### src/rtl/mem_port_arbiter_pkg.sv
// Purpose : shared types for the two-port memory arbiter (FSM states, latched request record).
// Latency : n/a (types only).
// Backpressure : n/a.
package rv32i_types;

    localparam int WIDTH = 32;
    localparam int BE_W  = WIDTH / 8;

    typedef enum logic [2:0] {
        ARB_IDLE    = 3'd0,
        ARB_SERVE_I = 3'd1,
        ARB_SERVE_D = 3'd2,
        ARB_RESP_I  = 3'd3,
        ARB_RESP_D  = 3'd4
    } arb_state_t;

    typedef struct packed {
        logic             read;
        logic             write;
        logic [BE_W-1:0]  byte_enable;
        logic [WIDTH-1:0] address;
        logic [WIDTH-1:0] wdata;
    } mem_req_t;

    // A port raising read and write together is treated as a write, so the
    // normalised record never carries both operation bits.
    function automatic mem_req_t to_req(input logic             rd,
                                        input logic             wr,
                                        input logic [BE_W-1:0]  be,
                                        input logic [WIDTH-1:0] addr,
                                        input logic [WIDTH-1:0] wd);
        mem_req_t r;
        r.read        = rd & ~wr;
        r.write       = wr;
        r.byte_enable = be;
        r.address     = addr;
        r.wdata       = wd;
        return r;
    endfunction

endpackage

### src/rtl/mem_port_arbiter_if.sv
// Purpose : read/write/resp memory port bundle shared by requesters and the downstream memory.
// Latency : n/a (wires only).
// Backpressure : requester holds read/write and payload until resp pulses.
// Ports : read, write, byte_enable, address, wdata (requester -> responder); resp, rdata (back).
interface mem_port_arbiter_if #(
    parameter int width = 32
);
    logic                 read;
    logic                 write;
    logic [width/8-1:0]   byte_enable;
    logic [width-1:0]     address;
    logic [width-1:0]     wdata;
    logic                 resp;
    logic [width-1:0]     rdata;

    // master issues requests, slave answers them
    modport master (
        output read, write, byte_enable, address, wdata,
        input  resp, rdata
    );

    modport slave (
        input  read, write, byte_enable, address, wdata,
        output resp, rdata
    );
endinterface

### src/rtl/mem_port_arbiter_rr.sv
// Purpose : 2-way round-robin grant between fetch (I) and load/store (D) requesters.
// Latency : grant is combinational from req; last-grant history updates on the clock when take=1.
// Backpressure : none; caller asserts take only when it actually accepts the grant.
// Ports : clk, rst, req_i, req_d, take in; gnt_i, gnt_d out (one-hot or zero).
module rr_arbiter2 (
    input  logic clk,
    input  logic rst,
    input  logic req_i,
    input  logic req_d,
    input  logic take,
    output logic gnt_i,
    output logic gnt_d
);

    // 1 = LSQ won the most recent grant; resets to fetch so LSQ wins the first tie
    logic last_d_q;
    logic last_d_d;

    always_comb begin
        gnt_i    = 1'b0;
        gnt_d    = 1'b0;
        last_d_d = last_d_q;
        if (req_i && req_d) begin
            gnt_d = ~last_d_q;
            gnt_i = last_d_q;
        end else begin
            gnt_i = req_i;
            gnt_d = req_d;
        end
        if (take && (gnt_i || gnt_d)) begin
            last_d_d = gnt_d;
        end
    end

    always_ff @(posedge clk) begin
        if (rst) begin
            last_d_q <= 1'b0;
        end else begin
            last_d_q <= last_d_d;
        end
    end

endmodule

### src/rtl/mem_port_arbiter.sv
// Purpose : serialises fetch and load/store memory ports onto one downstream port, round-robin on ties.
// Latency : downstream latency + 2 cycles (1 grant, 1 response); one IDLE cycle between transactions.
// Backpressure : waits indefinitely for pmem.resp; requesters hold their request until their resp pulse.
// Ports : clk, rst; i_mem, lsq_mem (slave side of requesters); pmem (master to memory);
//         i_grant_count, lsq_grant_count (completed transactions, wrapping).
module mem_port_arbiter
    import rv32i_types::*;
#(
    parameter int width = 32
) (
    input  logic                  clk,
    input  logic                  rst,
    mem_port_arbiter_if.slave     i_mem,
    mem_port_arbiter_if.slave     lsq_mem,
    mem_port_arbiter_if.master    pmem,
    output logic [31:0]           i_grant_count,
    output logic [31:0]           lsq_grant_count
);

    arb_state_t        state_q,       state_d;
    mem_req_t          req_q,         req_d;
    logic [width-1:0]  rdata_q,       rdata_d;
    logic              i_resp_q,      i_resp_d;
    logic              d_resp_q,      d_resp_d;
    logic [31:0]       i_grant_cnt_q, i_grant_cnt_d;
    logic [31:0]       d_grant_cnt_q, d_grant_cnt_d;

    mem_req_t i_req;
    mem_req_t d_req;
    logic     gnt_i;
    logic     gnt_d;
    logic     take;

    assign i_req = to_req(i_mem.read, i_mem.write, i_mem.byte_enable,
                          i_mem.address, i_mem.wdata);
    assign d_req = to_req(lsq_mem.read, lsq_mem.write, lsq_mem.byte_enable,
                          lsq_mem.address, lsq_mem.wdata);

    // requests are only looked at in IDLE, so a port still holding its
    // request during its RESP cycle cannot be re-granted from stale state
    assign take = (state_q == ARB_IDLE);

    rr_arbiter2 u_rr (
        .clk   (clk),
        .rst   (rst),
        .req_i (take && (i_req.read || i_req.write)),
        .req_d (take && (d_req.read || d_req.write)),
        .take  (take),
        .gnt_i (gnt_i),
        .gnt_d (gnt_d)
    );

    always_comb begin
        state_d       = state_q;
        req_d         = req_q;
        rdata_d       = rdata_q;
        i_resp_d      = 1'b0;
        d_resp_d      = 1'b0;
        i_grant_cnt_d = i_grant_cnt_q;
        d_grant_cnt_d = d_grant_cnt_q;

        case (state_q)
            ARB_IDLE: begin
                if (gnt_i) begin
                    req_d   = i_req;
                    state_d = ARB_SERVE_I;
                end else if (gnt_d) begin
                    req_d   = d_req;
                    state_d = ARB_SERVE_D;
                end
            end
            ARB_SERVE_I, ARB_SERVE_D: begin
                if (pmem.resp) begin
                    rdata_d     = pmem.rdata;
                    // operation bits double as the registered pmem strobes
                    req_d.read  = 1'b0;
                    req_d.write = 1'b0;
                    if (state_q == ARB_SERVE_I) begin
                        i_resp_d      = 1'b1;
                        i_grant_cnt_d = i_grant_cnt_q + 32'd1;
                        state_d       = ARB_RESP_I;
                    end else begin
                        d_resp_d      = 1'b1;
                        d_grant_cnt_d = d_grant_cnt_q + 32'd1;
                        state_d       = ARB_RESP_D;
                    end
                end
            end
            ARB_RESP_I, ARB_RESP_D: begin
                state_d = ARB_IDLE;
            end
            default: begin
                state_d = ARB_IDLE;
            end
        endcase
    end

    always_ff @(posedge clk) begin
        if (rst) begin
            state_q       <= ARB_IDLE;
            req_q         <= '0;
            rdata_q       <= '0;
            i_resp_q      <= 1'b0;
            d_resp_q      <= 1'b0;
            i_grant_cnt_q <= '0;
            d_grant_cnt_q <= '0;
        end else begin
            state_q       <= state_d;
            req_q         <= req_d;
            rdata_q       <= rdata_d;
            i_resp_q      <= i_resp_d;
            d_resp_q      <= d_resp_d;
            i_grant_cnt_q <= i_grant_cnt_d;
            d_grant_cnt_q <= d_grant_cnt_d;
        end
    end

    assign pmem.read        = req_q.read;
    assign pmem.write       = req_q.write;
    assign pmem.byte_enable = req_q.byte_enable;
    assign pmem.address     = req_q.address;
    assign pmem.wdata       = req_q.wdata;

    // single captured rdata feeds both requesters; resp alone qualifies it
    assign i_mem.resp       = i_resp_q;
    assign i_mem.rdata      = rdata_q;
    assign lsq_mem.resp     = d_resp_q;
    assign lsq_mem.rdata    = rdata_q;

    assign i_grant_count    = i_grant_cnt_q;
    assign lsq_grant_count  = d_grant_cnt_q;

endmodule

### src/flat_wrapper.sv
// flat-port wrapper written by rule: the top's interface ports become plain ports
module mem_port_arbiter_flat import rv32i_types::*;
#(
    parameter int width = 32
)
  (clk, rst, i_grant_count, lsq_grant_count, i_mem_read, i_mem_write, i_mem_byte_enable, i_mem_address, i_mem_wdata, i_mem_resp, i_mem_rdata, lsq_mem_read, lsq_mem_write, lsq_mem_byte_enable, lsq_mem_address, lsq_mem_wdata, lsq_mem_resp, lsq_mem_rdata, pmem_read, pmem_write, pmem_byte_enable, pmem_address, pmem_wdata, pmem_resp, pmem_rdata);
  mem_port_arbiter_if #(.width(width)) i_mem_i ();
  mem_port_arbiter_if #(.width(width)) lsq_mem_i ();
  mem_port_arbiter_if #(.width(width)) pmem_i ();
  input  logic clk;
  input  logic rst;
  output logic [31:0] i_grant_count;
  output logic [31:0] lsq_grant_count;
  input wire logic [$bits(i_mem_i.read)-1:0] i_mem_read;
  input wire logic [$bits(i_mem_i.write)-1:0] i_mem_write;
  input wire logic [$bits(i_mem_i.byte_enable)-1:0] i_mem_byte_enable;
  input wire logic [$bits(i_mem_i.address)-1:0] i_mem_address;
  input wire logic [$bits(i_mem_i.wdata)-1:0] i_mem_wdata;
  output wire logic [$bits(i_mem_i.resp)-1:0] i_mem_resp;
  output wire logic [$bits(i_mem_i.rdata)-1:0] i_mem_rdata;
  input wire logic [$bits(lsq_mem_i.read)-1:0] lsq_mem_read;
  input wire logic [$bits(lsq_mem_i.write)-1:0] lsq_mem_write;
  input wire logic [$bits(lsq_mem_i.byte_enable)-1:0] lsq_mem_byte_enable;
  input wire logic [$bits(lsq_mem_i.address)-1:0] lsq_mem_address;
  input wire logic [$bits(lsq_mem_i.wdata)-1:0] lsq_mem_wdata;
  output wire logic [$bits(lsq_mem_i.resp)-1:0] lsq_mem_resp;
  output wire logic [$bits(lsq_mem_i.rdata)-1:0] lsq_mem_rdata;
  output wire logic [$bits(pmem_i.read)-1:0] pmem_read;
  output wire logic [$bits(pmem_i.write)-1:0] pmem_write;
  output wire logic [$bits(pmem_i.byte_enable)-1:0] pmem_byte_enable;
  output wire logic [$bits(pmem_i.address)-1:0] pmem_address;
  output wire logic [$bits(pmem_i.wdata)-1:0] pmem_wdata;
  input wire logic [$bits(pmem_i.resp)-1:0] pmem_resp;
  input wire logic [$bits(pmem_i.rdata)-1:0] pmem_rdata;
  assign i_mem_i.read = i_mem_read;
  assign i_mem_i.write = i_mem_write;
  assign i_mem_i.byte_enable = i_mem_byte_enable;
  assign i_mem_i.address = i_mem_address;
  assign i_mem_i.wdata = i_mem_wdata;
  assign i_mem_resp = i_mem_i.resp;
  assign i_mem_rdata = i_mem_i.rdata;
  assign lsq_mem_i.read = lsq_mem_read;
  assign lsq_mem_i.write = lsq_mem_write;
  assign lsq_mem_i.byte_enable = lsq_mem_byte_enable;
  assign lsq_mem_i.address = lsq_mem_address;
  assign lsq_mem_i.wdata = lsq_mem_wdata;
  assign lsq_mem_resp = lsq_mem_i.resp;
  assign lsq_mem_rdata = lsq_mem_i.rdata;
  assign pmem_read = pmem_i.read;
  assign pmem_write = pmem_i.write;
  assign pmem_byte_enable = pmem_i.byte_enable;
  assign pmem_address = pmem_i.address;
  assign pmem_wdata = pmem_i.wdata;
  assign pmem_i.resp = pmem_resp;
  assign pmem_i.rdata = pmem_rdata;
  mem_port_arbiter #(.width(width)) u_core (.clk(clk), .rst(rst), .i_mem(i_mem_i), .lsq_mem(lsq_mem_i), .pmem(pmem_i), .i_grant_count(i_grant_count), .lsq_grant_count(lsq_grant_count));
endmodule
### config.mk
export PLATFORM = sky130hd
export DESIGN_NAME = mem_port_arbiter_flat
export DESIGN_NICKNAME = d
export VERILOG_FILES = /design/src/rtl/mem_port_arbiter_pkg.sv /design/src/rtl/mem_port_arbiter_if.sv /design/src/rtl/mem_port_arbiter_rr.sv /design/src/rtl/mem_port_arbiter.sv /design/src/flat_wrapper.sv
export SDC_FILE = /design/constraint.sdc
export NUM_CORES = 1
export LEC_CHECK = 0
export CAP_MARGIN = 20
export CORE_UTILIZATION = 37
export DETAILED_ROUTE_END_ITERATION = 10
export HOLD_SLACK_MARGIN = 0.03
export PLACE_DENSITY = 0.85
export SYNTH_ARGS = -nofsm -noshare
export SYNTH_HDL_FRONTEND = slang
export SYNTH_SLANG_ARGS = --single-unit
### constraint.sdc
create_clock -name clk -period 2 [get_ports clk]
set_input_delay 0.4 -clock clk [delete_from_list [all_inputs] [get_ports clk]]
set_output_delay 0.4 -clock clk [all_outputs]
set_load 0.005 [all_outputs]
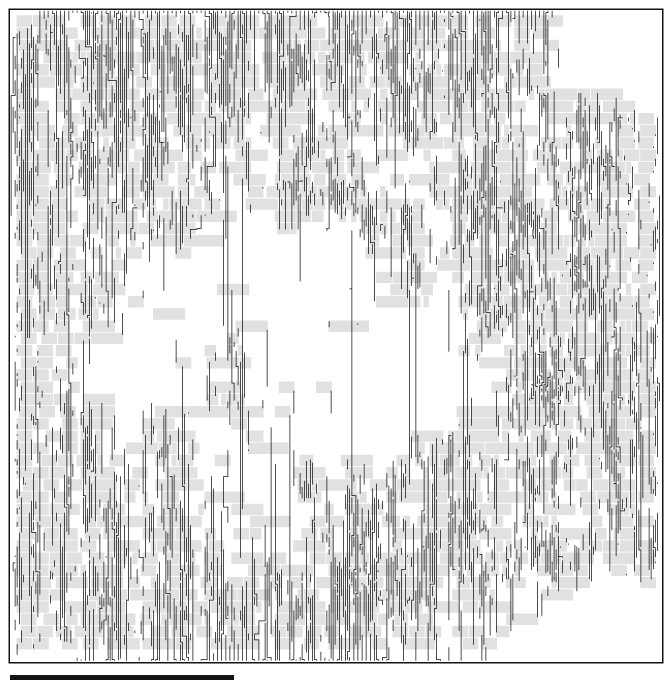
Figure 1: signal wires on met2.
Scale bar: 50 µm. Cells faint in the background.
nets with wire on the layer: 1220
wire length on this layer: 12600 µm
share of all routed wire: 52%

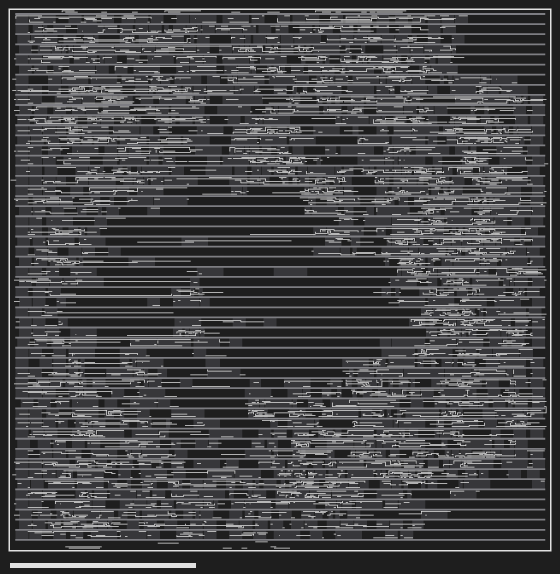
Figure 2: met1 routing.
Scale bar: 50 µm. Supply wires on this layer in grey. Cells faint in the background.
share of all routed wire: 39%
main direction: horizontal

==> results.yml <==
# yosys + openroad results
synth:
  main_synth_ff_type: "sky130_fd_sc_hd__dfxtp_1"
  yosysWarnings: 0
  synth_top_cell_by_area: "sky130_fd_sc_hd__dfxtp_1"
  synthesis.nets: 1049
  netlist_instances: 872
  synth.avg_cell_area_um2: 8.705
  yosys.stat.seqShare_pct: 45.36
  area_share_of_and_or_or_and_cells_after_synthesis_pct: 10.96
  ys_seq_elements: 172
  simple_gate_area_share_of_the_yosys_netlist_pct: 20.75
  synth-edff-count: 0
  ys_async_sr_fraction_pct: 0
  yosys.area_share.adder_pct: 0.3297
  yosys_cells: 872
timing:
  worst_slew_margin_relative_to_its_limit_pct: 65.18
  report.final.slew_viol_count: 0
  fin_worst_skew_ns: 0.01017
  hold-worst-slack_ns: 0.4046
  report.final.setup_viol: 0
global_routing:
  first_global_vias: 7306
  global_route.overflow_total: 0
  grt_pass1_wl_mm: 38.05
  maximum_number_of_pins_on_one_net_before_global_route_repair: 66
  met2_usage_pct: 41.71
  grt_antenna_before_repair: 1
  global_route.usage.met3_pct: 4.811
worst_setup_path:
  crit_chain: "clkdlybuf4s50_1"
  startpoint: "u_core.lsq_grant_count[2]"
  critical_path.n_buffers_inverters: 1
  critical_path_arrival_ns: 1.52
  r2r.worst_path.cells: 5
  largest_fanout_of_any_net_on_the_critical_path: 6
  worstSetupStartpointType: "flip-flop"
  rr_startpoint: "u_core.i_grant_count[13]"
  rr_endpoint: "u_core.i_grant_count[29]"
  critPathKind: "reg -> out"
routing:
  drt_first_pass_iters: 5
  drcViolationCount: 0
  vias_per_cell: 4.922
  wl_met1_mm: 9.355
  final_antenna_net_count: 0
  drt-initial-drc-count: 301
  detail_route.wirelength_mm: 24.24
  routed_wire_length_per_instance_um: 15.68
  via_count: 7610
power:
  switching_power_uw: 2808
  top_power_group: "sequential cells"
  cellLeakagePower_uw: 0.004956
  combPwrFrac_pct: 28.0
  sw_frac_of_total_pct: 27.23
  comb_cell_power_uw: 2890
  power.clock.fraction_pct: 33.1
placed_design:
  finalWeightedCongestion: 0.8400
floorplanning:
  die_h_um: 145.2
  fp-row-count: 52
  core_util_floorplan_pct: 37.64
cts:
  cts.path.max_buffers: 2
  cts_root_buffer: "sky130_fd_sc_hd__clkbuf_16"
  h-tree-depth: 4
  clk_transition_reported_paths_ns: 0.06
  cts_setup_buffers: 0
  cts_num_sinks: 172
hold_path:
  hold_path_startpoint: "rst"
  min-delay-path-class: "in -> reg"
  terminating_pin_of_the_worst_hold_path: "u_core.lsq_grant_count[23]"
  hold_depth: 2
outcome:
  status: "completed"
finish:
  most_frequently_placed_logic_cells_in_the_final_layout: "sky130_fd_sc_hd__clkdlybuf4s50_1, sky130_fd_sc_hd__dfxtp_1, sky130_fd_sc_hd__nor2_1"
  finish.net_count: 1439
  area_growth_syn_to_layout_pct: 66.47
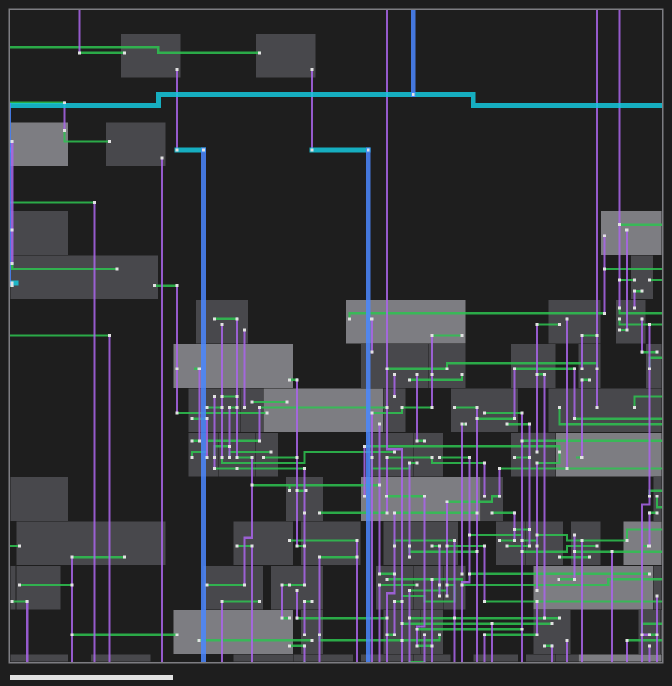
Figure 3: layout detail.
Scale bar: 10 µm. Window x 53 to 93, y 24 to 64 µm. Cells in grey, sequential cells in the stronger grey; small squares are vias.
| colour | layer |
|---|---|
| green | met1 |
| cyan | met3 |
| blue | met4 |
| purple | met2 |
cells with their middle in the window: 53
sequential cells in the window: 8
netlist names of flops here include: u_core.lsq_grant_count (8)
most frequent: dfxtp_1 (8), nor2_1 (6), clkdlybuf4s50_1 (6)

## metrics by stage
stage / setup TNS [ns] / total power [µW] / instances / worst slack [ns]
after floorplan: -0.003616 / 5283 / 872 / -0.003616
after global placement: -23.45 / 6918 / 1512 / -0.4744
after detailed placement: -29.90 / 6990 / 1512 / -0.4898
after CTS: 0 / 10420 / 1544 / 0.01591
after global routing: -0.01426 / 10800 / 1546 / -0.01105
final: 0 / 10310 / 1546 / 0.07752
## final cells by class
type                       instances  area (µm²)
sequential                       172        3443
clock inverter                    13       165.2
tap                              270       337.8
fill                            1681        7532
inverter                          12       45.04
timing repair buffer             462        4533
multi-input combinational        597        3667
clock buffer                      19       442.9
antenna                            1       2.502
No activity file was given, so power comes from the tool's default toggle rates.
